===== src/rtl/cv_uart_pkg.sv =====
// cv_uart_pkg: shared types, default rates and sizing helpers for the cv_uart transmitter
package cv_uart_pkg;
  typedef enum logic [2:0] {IDLE, START, DATA, PARITY, STOP} state_t;
  localparam int DEF_CLK_FREQ = 50_000_000;
  localparam int DEF_BAUD = 115_200;
  function automatic int bit_cycles(input int clk_freq, input int baud);
    return clk_freq / baud;
  endfunction
  function automatic int cnt_w(input int n);
    return n < 2 ? 1 : $clog2(n);
  endfunction
endpackage


===== src/rtl/cv_uart_baud_tick.sv =====
// cv_baud_tick: restartable 0..BIT_CYC-1 counter flagging the last cycle of each bit
module cv_baud_tick import cv_uart_pkg::*; #(
  parameter int BIT_CYC = 4
) (
  input  logic CLK,
  input  logic RST,
  input  logic clr,
  output logic bit_end
);
  localparam int W = cnt_w(BIT_CYC);
  logic [W-1:0] cnt;
  assign bit_end = cnt == W'(BIT_CYC - 1);
  // Count bit cycles, restarting on clear or after the last cycle of a bit
  always_ff @(posedge CLK or posedge RST)
    if (RST) cnt <= '0;
    else cnt <= clr || bit_end ? '0 : cnt + 1'b1;
endmodule


===== src/rtl/cv_uart_tx.sv =====
// cv_uart_tx: 8N1/8N2 UART transmitter; define CV_UART_PARITY_EN to add an even parity bit
module cv_uart_tx import cv_uart_pkg::*; #(
  parameter int CLK_FREQ = DEF_CLK_FREQ,
  parameter int BAUD = DEF_BAUD,
  parameter int STOP_BITS = 1
) (
  input  logic       CLK,
  input  logic       RST,
  input  logic       TX_RDY_T,
  input  logic [7:0] TX_DATA_T,
  output logic       TX_RDY_R,
  output logic       TXD,
  output logic       BUSY
);
  localparam int BIT_CYC = bit_cycles(CLK_FREQ, BAUD);
  if (BIT_CYC < 2) begin : g_bad_rate
    $error("cv_uart_tx: CLK_FREQ/BAUD must be at least 2");
  end
  if (STOP_BITS != 1 && STOP_BITS != 2) begin : g_bad_stop
    $error("cv_uart_tx: STOP_BITS must be 1 or 2");
  end
  state_t state, state_nxt;
  logic [7:0] shift, shift_nxt;
  logic [2:0] idx, idx_nxt;
  logic txd_nxt, bit_end, last_stop, accept;
`ifdef CV_UART_PARITY_EN
  logic par, par_nxt;
  localparam state_t AFTER_DATA = PARITY;
`else
  localparam state_t AFTER_DATA = STOP;
`endif
  cv_baud_tick #(.BIT_CYC(BIT_CYC)) u_tick (
    .CLK(CLK),
    .RST(RST),
    .clr(accept || state == IDLE),
    .bit_end(bit_end)
  );
  // idx is reused to count stop bits; it has wrapped to 0 on leaving DATA
  assign last_stop = state == STOP && bit_end && idx == 3'(STOP_BITS - 1);
  assign accept = TX_RDY_T && (state == IDLE || last_stop);
  assign BUSY = state != IDLE;
  // State register
  always_ff @(posedge CLK or posedge RST)
    if (RST) state <= IDLE;
    else state <= state_nxt;
  // Next-state: a new byte always wins, otherwise advance on bit ends
  always_comb begin
    state_nxt = state;
    if (accept) state_nxt = START;
    else if (last_stop) state_nxt = IDLE;
    else if (bit_end)
      case (state)
        START: state_nxt = DATA;
        DATA: state_nxt = idx == 3'd7 ? AFTER_DATA : DATA;
`ifdef CV_UART_PARITY_EN
        PARITY: state_nxt = STOP;
`endif
        default: state_nxt = state;
      endcase
  end
  // Output/datapath next values: line level, shifter, bit index
  always_comb begin
    shift_nxt = shift;
    idx_nxt = idx;
    txd_nxt = TXD;
`ifdef CV_UART_PARITY_EN
    par_nxt = par;
`endif
    if (accept) begin
      shift_nxt = TX_DATA_T;
      idx_nxt = 3'd0;
      txd_nxt = 1'b0;
`ifdef CV_UART_PARITY_EN
      par_nxt = ^TX_DATA_T;
`endif
    end else if (last_stop) begin
      idx_nxt = 3'd0;
      txd_nxt = 1'b1;
    end else if (bit_end)
      case (state)
        START: txd_nxt = shift[0];
        DATA: begin
          shift_nxt = shift >> 1;
          idx_nxt = idx + 3'd1;
`ifdef CV_UART_PARITY_EN
          txd_nxt = idx == 3'd7 ? par : shift[1];
`else
          txd_nxt = idx == 3'd7 ? 1'b1 : shift[1];
`endif
        end
`ifdef CV_UART_PARITY_EN
        PARITY: txd_nxt = 1'b1;
`endif
        STOP: idx_nxt = idx + 3'd1;
        default: txd_nxt = TXD;
      endcase
  end
  // Datapath registers; TXD is registered so the pin never glitches
  always_ff @(posedge CLK or posedge RST)
    if (RST) begin
      shift <= '0;
      idx <= '0;
      TXD <= 1'b1;
      TX_RDY_R <= 1'b0;
`ifdef CV_UART_PARITY_EN
      par <= 1'b0;
`endif
    end else begin
      shift <= shift_nxt;
      idx <= idx_nxt;
      TXD <= txd_nxt;
      TX_RDY_R <= accept;
`ifdef CV_UART_PARITY_EN
      par <= par_nxt;
`endif
    end
endmodule


===== config.mk =====
export PLATFORM = sky130hd
export DESIGN_NAME = cv_uart_tx
export DESIGN_NICKNAME = d
export VERILOG_FILES = /design/src/rtl/cv_uart_pkg.sv /design/src/rtl/cv_uart_baud_tick.sv /design/src/rtl/cv_uart_tx.sv
export SDC_FILE = /design/constraint.sdc
export NUM_CORES = 1
export LEC_CHECK = 0
export CORE_MARGIN = 2
export CORE_UTILIZATION = 50
export DETAILED_ROUTE_END_ITERATION = 12
export GPL_TIMING_DRIVEN = 0
export PLACE_DENSITY = 0.72
export SETUP_SLACK_MARGIN = 0.5
export SLEW_MARGIN = 20
export SYNTH_ARGS = -nofsm -noshare
export SYNTH_HDL_FRONTEND = slang
export SYNTH_HIERARCHICAL = 1
export SYNTH_SLANG_ARGS = --single-unit
export TNS_END_PERCENT = 1

===== constraint.sdc =====
create_clock -name CLK -period 2.6 [get_ports CLK]
set_input_delay 0.26 -clock CLK [delete_from_list [all_inputs] [get_ports CLK]]
set_output_delay 0.26 -clock CLK [all_outputs]
set_load 0.02 [all_outputs]

Selected gate families:
Scale bar: 20 um.
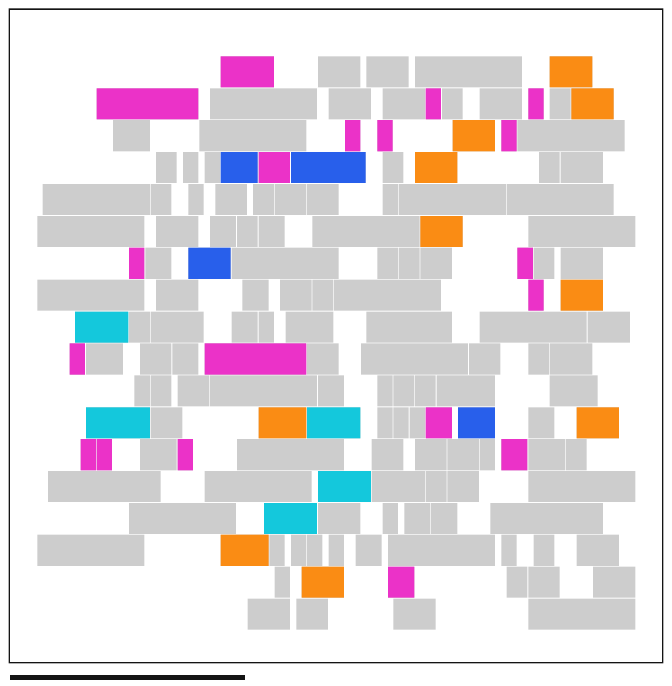
non-inverting ao/oa cells: in blue, cells 4. fa/ha/maj cells: in cyan, cells 5. mux cells: in orange, cells 10. nor cells: in magenta, cells 19.

Signal wires on met3:
Scale bar: 20 um. Cells faint in the background.
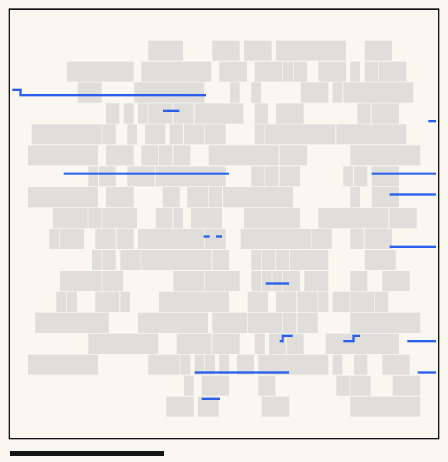
The layer carries 96.1 um of wire. The longest straight run is 23.9 um. 14 nets have wire on it. The wires run mostly horizontal.

PDN straps and rails:
Pins as bars on the die edge.
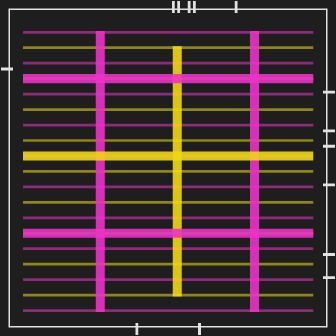
VDD: in yellow. VSS: in magenta.
3 straps on met4. The core has 18 rows. 19 met1 rails follow the rows.

==> summary.txt <==
Numbers from the implementation run.

The run finished with clean final reports. The number of instances in the synthesized netlist is 132. The total routing usage reported by global routing is a little under a fifth.

The fraction of area in registers is 38.1%. The final timing summary puts the cycle share of the worst path at around 80%. Post-CTS timing repair inserted 4 buffers for setup. The height of the die is approximately 56 um.

The top logic cell family in the synthesized netlist is simple AND/OR/NAND/NOR gates. The slowest library cell on the worst path is dfrtp_1. The post-synthesis cell type with the largest combined area is dfrtp_1. In this run, the combinational gates consume around 4.6% of the power.

The power spent charging and discharging nets is ~0.13 mW. The main area contributors are dfrtp_1 (45%), mux2i_1 (6.0%), ha_1 (4.7%). The smallest setup slack after layout is around 0.53 ns. The maximum fanout along the worst path is 7. Per the final layout report, the fraction of cells sized above drive strength 1 comes to between 10% and 20%. The post-route antenna net violation count is 0. For the pin with the worst max-slew slack, the measured transition is slightly above 0.6 ns. Wire segments on met3 add up to 96 um in the final route. The final timing report derives a shortest allowable period of slightly above 2 ns. Per the post-synthesis stats, the area per cell is 10.1 um2.

The via count of the first global-routing pass came to around 1100. The buffer_ports step reported a buffer count of 13. The total CTS buffers is 3. The share of synthesized cell area in full adder, half adder and majority cells is about 4.7%. The share of synthesized area occupied by flip-flops and latches is 47.1%. The setup TNS is 0 ns.
The metal 1 layer:
Scale bar: 20 um. Supply wires on this layer in gray.
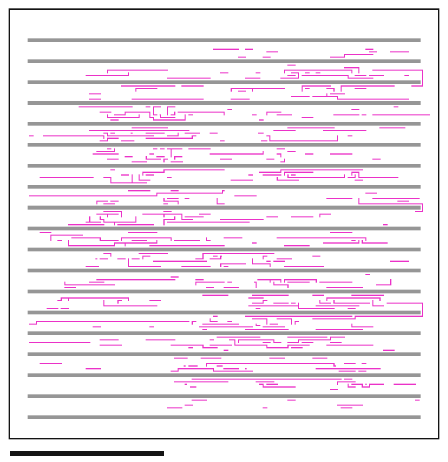
The wires run mostly horizontal. The layer carries 1100 um of wire. The layer holds 42% of the routed length. 159 nets have wire on it. The longest straight run is 19.8 um.

Congestion heat map:
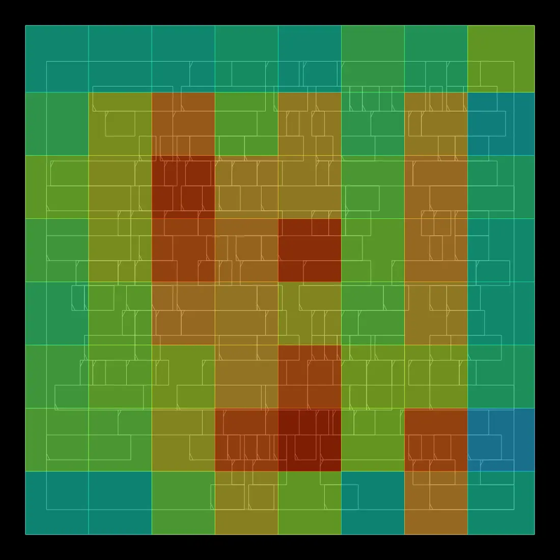
met3 usage: 2.56%
met2 layer usage reported by global route: 33.2%

Power figures rest on the tool's default switching activity, not on a simulated workload.
